### config.mk
export PLATFORM = sky130hd
export DESIGN_NAME = fmap_buffer_ctrl
export DESIGN_NICKNAME = d
export VERILOG_FILES = /design/src/rtl/fmap_pkg.sv /design/src/rtl/fmap_rd_gate.sv /design/src/rtl/fmap_buffer_ctrl.sv
export SDC_FILE = /design/constraint.sdc
export NUM_CORES = 1
export LEC_CHECK = 0
export CAP_MARGIN = 40
export CORE_AREA = 2 2 68 76
export CTS_CLUSTER_SIZE = 25
export DETAILED_ROUTE_END_ITERATION = 16
export DIE_AREA = 0 0 70 78
export GPL_TIMING_DRIVEN = 1
export MAX_ROUTING_LAYER = met4
export PLACE_DENSITY_LB_ADDON = 0.08
export SLEW_MARGIN = 0
export SYNTH_ARGS = -nofsm -noshare
export SYNTH_HDL_FRONTEND = slang
export SYNTH_SLANG_ARGS = --single-unit
### constraint.sdc
create_clock -name clk -period 4.9 [get_ports clk]
set_input_delay 0.49 -clock clk [delete_from_list [all_inputs] [get_ports clk]]
set_output_delay 0.49 -clock clk [all_outputs]
set_load 0.01 [all_outputs]
### src/rtl/fmap_pkg.sv
// Shared definitions for the feature-map buffer controller: FSM state encoding
// and small state-decode helpers.
package fmap_pkg;

    typedef enum logic [1:0] {
        ST_IDLE  = 2'd0,
        ST_FILL  = 2'd1,
        ST_DRAIN = 2'd2,
        ST_DONE  = 2'd3
    } fmap_state_e;

    localparam int NUM_READERS = 3;

    // Readers may be served, and may report completion, only while a frame is in flight.
    function automatic logic is_active(input fmap_state_e s);
        return (s == ST_FILL) || (s == ST_DRAIN);
    endfunction

endpackage

### src/rtl/fmap_rd_gate.sv
// Per-reader gate: grants reads only below the committed fill level, tracks the
// buffer's 1-cycle read latency and holds the reader's sticky done flag.
module fmap_rd_gate #(
    parameter int ADDR_WIDTH = 10
) (
    input  logic                  clk,
    input  logic                  rst,
    input  logic                  i_active,
    input  logic                  i_clear,
    input  logic [ADDR_WIDTH:0]   i_fill_count,
    input  logic                  i_req,
    input  logic [ADDR_WIDTH-1:0] i_addr,
    input  logic                  i_done,
    output logic                  o_grant,
    output logic                  o_en,
    output logic [ADDR_WIDTH-1:0] o_addr,
    output logic                  o_valid,
    output logic                  o_done_seen
);

    logic grant;
    logic valid_d;
    logic valid_q;
    logic done_d;
    logic done_q;

    // Strictly-below compare excludes the word being written this very cycle.
    always_comb begin
        grant   = i_req & i_active & ({1'b0, i_addr} < i_fill_count);
        valid_d = grant;
        done_d  = i_clear ? 1'b0 : (done_q | (i_done & i_active));
    end

    always_ff @(posedge clk) begin
        if (rst) begin
            valid_q <= 1'b0;
            done_q  <= 1'b0;
        end else begin
            valid_q <= valid_d;
            done_q  <= done_d;
        end
    end

    assign o_grant     = grant;
    assign o_en        = grant;
    assign o_addr      = i_active ? i_addr : '0;
    assign o_valid     = valid_q;
    assign o_done_seen = done_q | (i_done & i_active);

endmodule

### src/rtl/fmap_buffer_ctrl.sv
// Feature-map buffer controller: C1 fills one frame sequentially while three
// independent readers consume already-written words; frame ends when all report done.
module fmap_buffer_ctrl
    import fmap_pkg::*;
#(
    parameter int ADDR_WIDTH = 10,
    parameter int FRAME_LEN  = 1024
) (
    input  logic                  clk,
    input  logic                  rst,
    input  logic                  i_start,
    input  logic                  i_c1_valid,
    output logic                  o_c1_ready,
    output logic                  o_wr_en,
    output logic [ADDR_WIDTH-1:0] o_wr_addr,

    input  logic                  i_rd_req_a,
    input  logic [ADDR_WIDTH-1:0] i_rd_addr_a,
    output logic                  o_rd_grant_a,
    output logic                  o_rd_en_a,
    output logic [ADDR_WIDTH-1:0] o_rd_addr_a,
    output logic                  o_rd_valid_a,
    input  logic                  i_done_a,

    input  logic                  i_rd_req_b,
    input  logic [ADDR_WIDTH-1:0] i_rd_addr_b,
    output logic                  o_rd_grant_b,
    output logic                  o_rd_en_b,
    output logic [ADDR_WIDTH-1:0] o_rd_addr_b,
    output logic                  o_rd_valid_b,
    input  logic                  i_done_b,

    input  logic                  i_rd_req_c,
    input  logic [ADDR_WIDTH-1:0] i_rd_addr_c,
    output logic                  o_rd_grant_c,
    output logic                  o_rd_en_c,
    output logic [ADDR_WIDTH-1:0] o_rd_addr_c,
    output logic                  o_rd_valid_c,
    input  logic                  i_done_c,

    output logic [ADDR_WIDTH:0]   o_fill_count,
    output logic                  o_busy,
    output logic                  o_frame_done
);

    localparam logic [ADDR_WIDTH:0] FRAME_LEN_W = (ADDR_WIDTH + 1)'(FRAME_LEN);

    fmap_state_e             state_q;
    fmap_state_e             state_d;
    logic [ADDR_WIDTH:0]     fill_q;
    logic [ADDR_WIDTH:0]     fill_d;
    logic [ADDR_WIDTH:0]     fill_inc;
    logic                    busy_q;
    logic                    busy_d;
    logic                    frame_done_q;
    logic                    frame_done_d;
    logic                    active;
    logic                    start_clr;
    logic                    c1_ready;
    logic                    wr_en;
    logic [NUM_READERS-1:0]  done_seen;

    assign active    = is_active(state_q);
    assign start_clr = (state_q == ST_IDLE) & i_start;
    assign c1_ready  = (state_q == ST_FILL) & (fill_q < FRAME_LEN_W);
    assign wr_en     = i_c1_valid & c1_ready;
    assign fill_inc  = fill_q + 1'b1;

    // done_seen already folds in a same-cycle i_done so DRAIN can exit without an extra cycle.
    always_comb begin
        state_d = state_q;
        fill_d  = fill_q;
        unique case (state_q)
            ST_IDLE: begin
                if (i_start) begin
                    fill_d  = '0;
                    state_d = ST_FILL;
                end
            end
            ST_FILL: begin
                if (wr_en) begin
                    fill_d = fill_inc;
                    if (fill_inc == FRAME_LEN_W) state_d = ST_DRAIN;
                end
            end
            ST_DRAIN: begin
                if (&done_seen) state_d = ST_DONE;
            end
            ST_DONE: state_d = ST_IDLE;
            default: state_d = ST_IDLE;
        endcase
        busy_d       = (state_d != ST_IDLE);
        frame_done_d = (state_d == ST_DONE);
    end

    always_ff @(posedge clk) begin
        if (rst) begin
            state_q      <= ST_IDLE;
            fill_q       <= '0;
            busy_q       <= 1'b0;
            frame_done_q <= 1'b0;
        end else begin
            state_q      <= state_d;
            fill_q       <= fill_d;
            busy_q       <= busy_d;
            frame_done_q <= frame_done_d;
        end
    end

    assign o_c1_ready   = c1_ready;
    assign o_wr_en      = wr_en;
    assign o_wr_addr    = fill_q[ADDR_WIDTH-1:0];
    assign o_fill_count = fill_q;
    assign o_busy       = busy_q;
    assign o_frame_done = frame_done_q;

    fmap_rd_gate #(.ADDR_WIDTH(ADDR_WIDTH)) u_gate_a (
        .clk(clk), .rst(rst), .i_active(active), .i_clear(start_clr),
        .i_fill_count(fill_q), .i_req(i_rd_req_a), .i_addr(i_rd_addr_a), .i_done(i_done_a),
        .o_grant(o_rd_grant_a), .o_en(o_rd_en_a), .o_addr(o_rd_addr_a),
        .o_valid(o_rd_valid_a), .o_done_seen(done_seen[0])
    );

    fmap_rd_gate #(.ADDR_WIDTH(ADDR_WIDTH)) u_gate_b (
        .clk(clk), .rst(rst), .i_active(active), .i_clear(start_clr),
        .i_fill_count(fill_q), .i_req(i_rd_req_b), .i_addr(i_rd_addr_b), .i_done(i_done_b),
        .o_grant(o_rd_grant_b), .o_en(o_rd_en_b), .o_addr(o_rd_addr_b),
        .o_valid(o_rd_valid_b), .o_done_seen(done_seen[1])
    );

    fmap_rd_gate #(.ADDR_WIDTH(ADDR_WIDTH)) u_gate_c (
        .clk(clk), .rst(rst), .i_active(active), .i_clear(start_clr),
        .i_fill_count(fill_q), .i_req(i_rd_req_c), .i_addr(i_rd_addr_c), .i_done(i_done_c),
        .o_grant(o_rd_grant_c), .o_en(o_rd_en_c), .o_addr(o_rd_addr_c),
        .o_valid(o_rd_valid_c), .o_done_seen(done_seen[2])
    );

endmodule

==> run_1/ff_map.png <==
Other sequential cells in the stronger grey, the rest of the logic in the fainter grey.
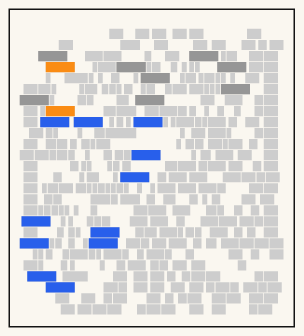
| signal | colour | sequential cells |
|---|---|---|
| `o_fill_count` | blue | 11 |
| `state_q` | orange | 2 |

==> run_1/pinout.png <==
Pins as bars across the die edge, other pins in grey.
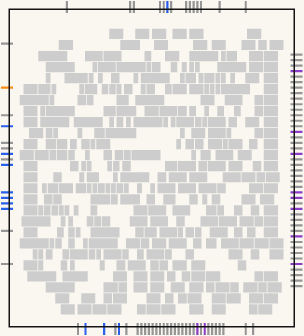
| port | colour | pins | direction | edge |
|---|---|---|---|---|
| `o_rd_addr_c` | purple | 10 | output | 8 right, 2 bottom |
| `o_busy` | orange | 1 | output | left |
| `o_fill_count` | blue | 11 | output | 7 left, 3 bottom, 1 top |
all pins by edge: 43 right, 32 bottom, 15 left, 14 top

==> run_1/layers.png <==
Two of the layers only.
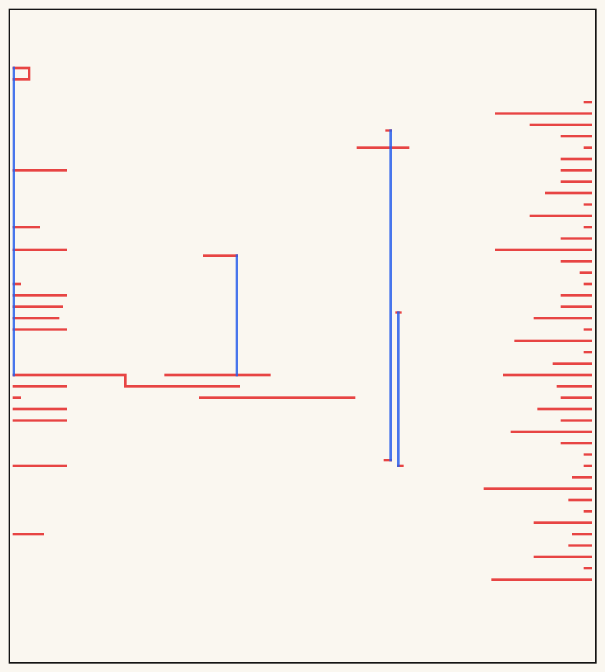
| layer | colour | wire length |
|---|---|---|
| M4 | blue | 109 µm |
| M3 | red | 330 µm |

==> flow_metrics.tcl, run 1 <==
# yosys + openroad results
set metrics [dict create \
    outcome "finished, final reports clean" \
    tool_warnings 28 \
    drive_above_1_share 0.0400 \
    slew_headroom 0.436 \
    slew_viol_final 0 \
    cp_max_fo 2 \
    layout_min_cycle_time_ns 3.06 \
    ctsResizeCount 0 \
    end_kind "primary output" \
    buf_share 0.342 \
    ys_sh_xor 0 \
    ant_nets 0 \
    fin_setup_tns_ns 0 \
    initCoreUtil 0.436 \
    fin_total_pwr_uw 465 \
    die_h_um 78 \
    overflow 0 \
    path_cells "clkdlybuf4s50_1, ha_1, or3_1, a31oi_1, a31oi_1, nor2_1, clkdlybuf4s50_1" \
    grt_max_degree 38 \
    mostFrequentLayoutCell "clkdlybuf4s50_1" \
    worstSetupStartpointType "primary input" \
    crit_type "in2out" \
    drt_iter0_drc 86 \
    comb_area_frac 0.464 \
    fin_skew_ns 0.00145 \
    synthTopCellsByArea "dfxtp_1 21%, ha_1 19%, and2_1 9.3%" \
    synth_cells 264 \
    min_path_cells 2 \
    period_used_share 0.624 \
    drt_first_pass_iters 4 \
    p_leak_uw 0.00114 \
    ff_type "dfxtp_1" \
    wire_per_inst_um 14.0 \
    root_buffer "clkbuf_8" \
    grt_pass1_wl_mm 9.24 \
    htreeDepth 1 \
    rsz0062_at_grt "no" \
    dp_hpwl_mm 4.59 \
    place_ws_ns 1.84 \
    synth-simple-area-share 0.326 \
]
==> run 1: critical path: cells and delay by family <==
| kind | cells | cell delay (ns) |
|---|---|---|
| adders and majority gates | 1 | 0.20 |
| and+or+nand+nor | 2 | 0.55 |
| buffers and inverters | 2 | 1.01 |
| AOI/OAI and AO/OA | 2 | 0.32 |
==> run 1: path summary, 6_finish.rpt <==
path                                         to  slack [ns]            start
worst max-delay path               o_rd_grant_a        1.84   i_rd_addr_a[5]
worst min-delay path            u_gate_c.done_q        0.47  u_gate_c.done_q
worst max register to register     o_frame_done        2.40       state_q[0]
worst min register to register  u_gate_c.done_q        0.47  u_gate_c.done_q
==> run 1: Yosys cell counts, types with 2 or more instances <==
cell and count:
a31oi_1 6, nor2b_1 4, dfxtp_1 21, o21ai_0 7, o2111ai_1 3, buf_4 13
clkbuf_1 5, or4_1 3, inv_1 13, nor2_1 31, a21oi_1 23, nand2b_1 5
nand2_1 25, nand4_1 5, o21a_1 6, nand3_1 3, and2_1 30, ha_1 31
or3_1 4, mux2i_1 2, nor3_1 4
==> run 1: power by group <==
group,internal [µW],switching (µW),leakage [µW]
sequential,174,3.16,0.000170
clock,56.8,60.3,0.0000255
combinational,94.2,76.3,0.000943
total,325,140,0.00114
==> run 1: sequential cells by signal (all words and copies together), names as in the netlist <==
register,count
o_fill_count,11
state_q,2
o_busy,1
o_frame_done,1
u_gate_a.done_q,1
u_gate_a.o_valid,1
u_gate_b.done_q,1
u_gate_b.o_valid,1
u_gate_c.done_q,1
u_gate_c.o_valid,1
==> run 1: per-layer routing <==
layer / GRT usage / vias to the layer above / part of all wire
li1: - / 1085 / -
met1: 0.271 / 938 / 0.45
met4: 0.0692 / 0 / 0.019
met3: 0.0286 / 8 / 0.058
met5: - / - / 0
met2: 0.350 / 69 / 0.47
==> run_1/m3.png <==
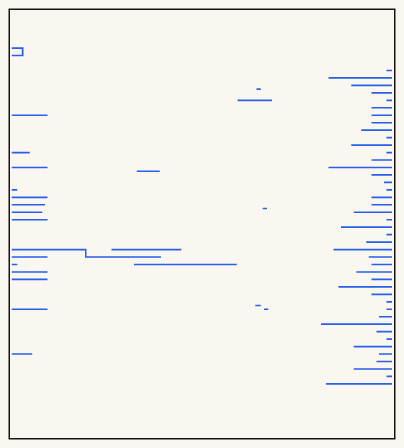

==> run 2: changes to the inputs <==
--- a/config.mk
+++ b/config.mk
@@ -6,10 +6,10 @@
 export NUM_CORES = 1
 export LEC_CHECK = 0
 export CAP_MARGIN = 40
-export CORE_AREA = 2 2 68 76
+export CORE_AREA = 2 2 75 84
 export CTS_CLUSTER_SIZE = 25
 export DETAILED_ROUTE_END_ITERATION = 16
-export DIE_AREA = 0 0 70 78
+export DIE_AREA = 0 0 77 86
 export GPL_TIMING_DRIVEN = 1
 export MAX_ROUTING_LAYER = met4
 export PLACE_DENSITY_LB_ADDON = 0.08
==> constraint.sdc (replaced) <==
create_clock -name clk -period 2.49 [get_ports clk]
set_input_delay 0.249 -clock clk [delete_from_list [all_inputs] [get_ports clk]]
set_output_delay 0.249 -clock clk [all_outputs]
set_load 0.01 [all_outputs]
==> run_2/m3.png <==
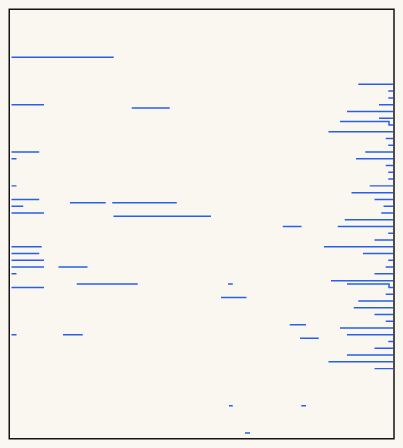
longest straight run: 20.2 µm
nets with wire on the layer: 68

==> run_2/layers.png <==
Two of the layers only.
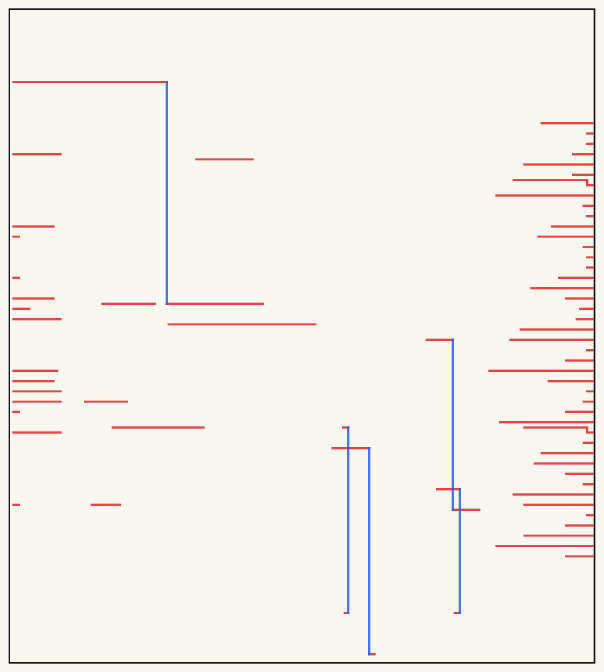
| layer | colour | wire length |
|---|---|---|
| M4 | blue | 120 µm |
| M3 | red | 384 µm |

==> run 2 against run 1 <==
Area after synthesis stayed put. Total power is 98% higher. Die size is 21% higher. Largest cell class unchanged. Highest routed layer unchanged.
==> flow_metrics.tcl, run 2 <==
# yosys + openroad results
set metrics [dict create \
    outcome "finished, final reports clean" \
    ant_nets 0 \
    combPwrFrac 0.378 \
    clock_area_frac 0.0146 \
    pwr-share-seq 0.377 \
    ys_ff 21 \
    drt_first_pass_iters 4 \
    initCoreUtil 0.351 \
    die_h_um 86 \
    synth_cells 264 \
    hp-start "u_gate_a.done_q" \
    rr_startpoint "state_q[1]" \
    netSwitchingFraction 0.296 \
    htreeDepth 1 \
    tool_warnings 28 \
    clockPowerShare 0.245 \
    root_buffer "clkbuf_8" \
    synthTopCellsByArea "dfxtp_1 21%, ha_1 19%, and2_1 9.3%" \
    dp_hpwl_mm 4.90 \
    grt_max_degree 18 \
    synthTopCellsByCount "31 x ha_1, 31 x nor2_1, 30 x and2_1" \
    r2r-end "o_fill_count[5]" \
    r2r_slack_ns 0.42 \
    slew_headroom 0.656 \
    fin_total_pwr_uw 921 \
    min_path_cells 2 \
    wire_per_inst_um 13.4 \
    comb_area_um2 1410 \
    p_int_uw 648 \
    fin_skew_ns 0.00254 \
    power_density_nw_per_um2 290 \
    drive_above_1_share 0.0954 \
    comb_area_frac 0.445 \
    clk-power_uw 226 \
    power_leader "combinational cells" \
    buf_share 0.363 \
    yosysUniqueCellTypes 41 \
    cp_max_fo 2 \
    drt_iter0_drc 44 \
    p_comb_uw 348 \
    overflow 0 \
    mostFrequentLayoutCell "clkdlybuf4s50_1" \
    power.switching_uw 273 \
    p_leak_uw 0.00125 \
    layout_min_cycle_time_ns 2.37 \
    hold_end "u_gate_a.done_q" \
    period_used_share 0.954 \
    p_seq_uw 347 \
    gp_congestion 0.834 \
    signal_buffers 120 \
    end_kind "primary output" \
]
run 2: worst max-delay path, stage by stage:
cell and delay, ns:
clkdlybuf4s50_1 0.42, ha_1 0.21, or3_1 0.37, a31oi_1 0.18
a31oi_2 0.15, nor2_2 0.17, buf_4 0.12, dlygate4sd2_1 0.25
run 2: cells by family after synthesis:
kind of cell	after synthesis	synth area share
AND-OR/OR-AND	52	0.167
adder cells (fa/ha/maj)	31	0.193
buffers and inverters	34	0.0951
flip-flops	21	0.209
multiplexers	2	0.00994
AND/OR/NAND/NOR	124	0.326
run 2: repair_timing:
action                                  CTS  global route
setup buffers                             2             0
hold buffers                              0             0
pin swaps                                 2             3
gates resized                             6             5
endpoints found under the setup margin    6            29
run 2: worst max path at each step:
stage	startpoint	endpoint	slack, ns	depth (start not counted)
floorplan	o_fill_count[6]	o_rd_grant_c	0.49	7
global placement	i_rd_addr_b[7]	o_rd_en_b	-0.08	7
detailed placement	i_rd_addr_b[7]	o_rd_grant_b	-0.08	7
CTS	state_q[0]	o_rd_addr_b[8]	0.06	5
global route	o_fill_count[7]	o_rd_grant_b	-0.03	8
finish	i_rd_addr_b[7]	o_rd_grant_b	0.12	8
run 2: per-stage QoR:
stage,area [µm²],setup slack [ns],hold WS [ns],TNS (ns)
2_1_floorplan,2010,0.489,0.415,0
3_3_place_gp,3110,-0.0789,0.450,-0.168
3_5_place_dp,3110,-0.0759,0.456,-0.257
4_1_cts,3160,0.0607,0.477,0
5_1_grt,3180,-0.0268,0.500,-0.0268
6_report,3180,0.115,0.472,0
run 2: per-layer routing:
metal	wire, µm	vias up	track usage
met5	0	-	-
met4	119	0	0.0633
met1	2590	952	0.215
met2	2870	79	0.313
met3	383	10	0.0305
li1	-	1102	-
Power and IR drop assume default switching activity.
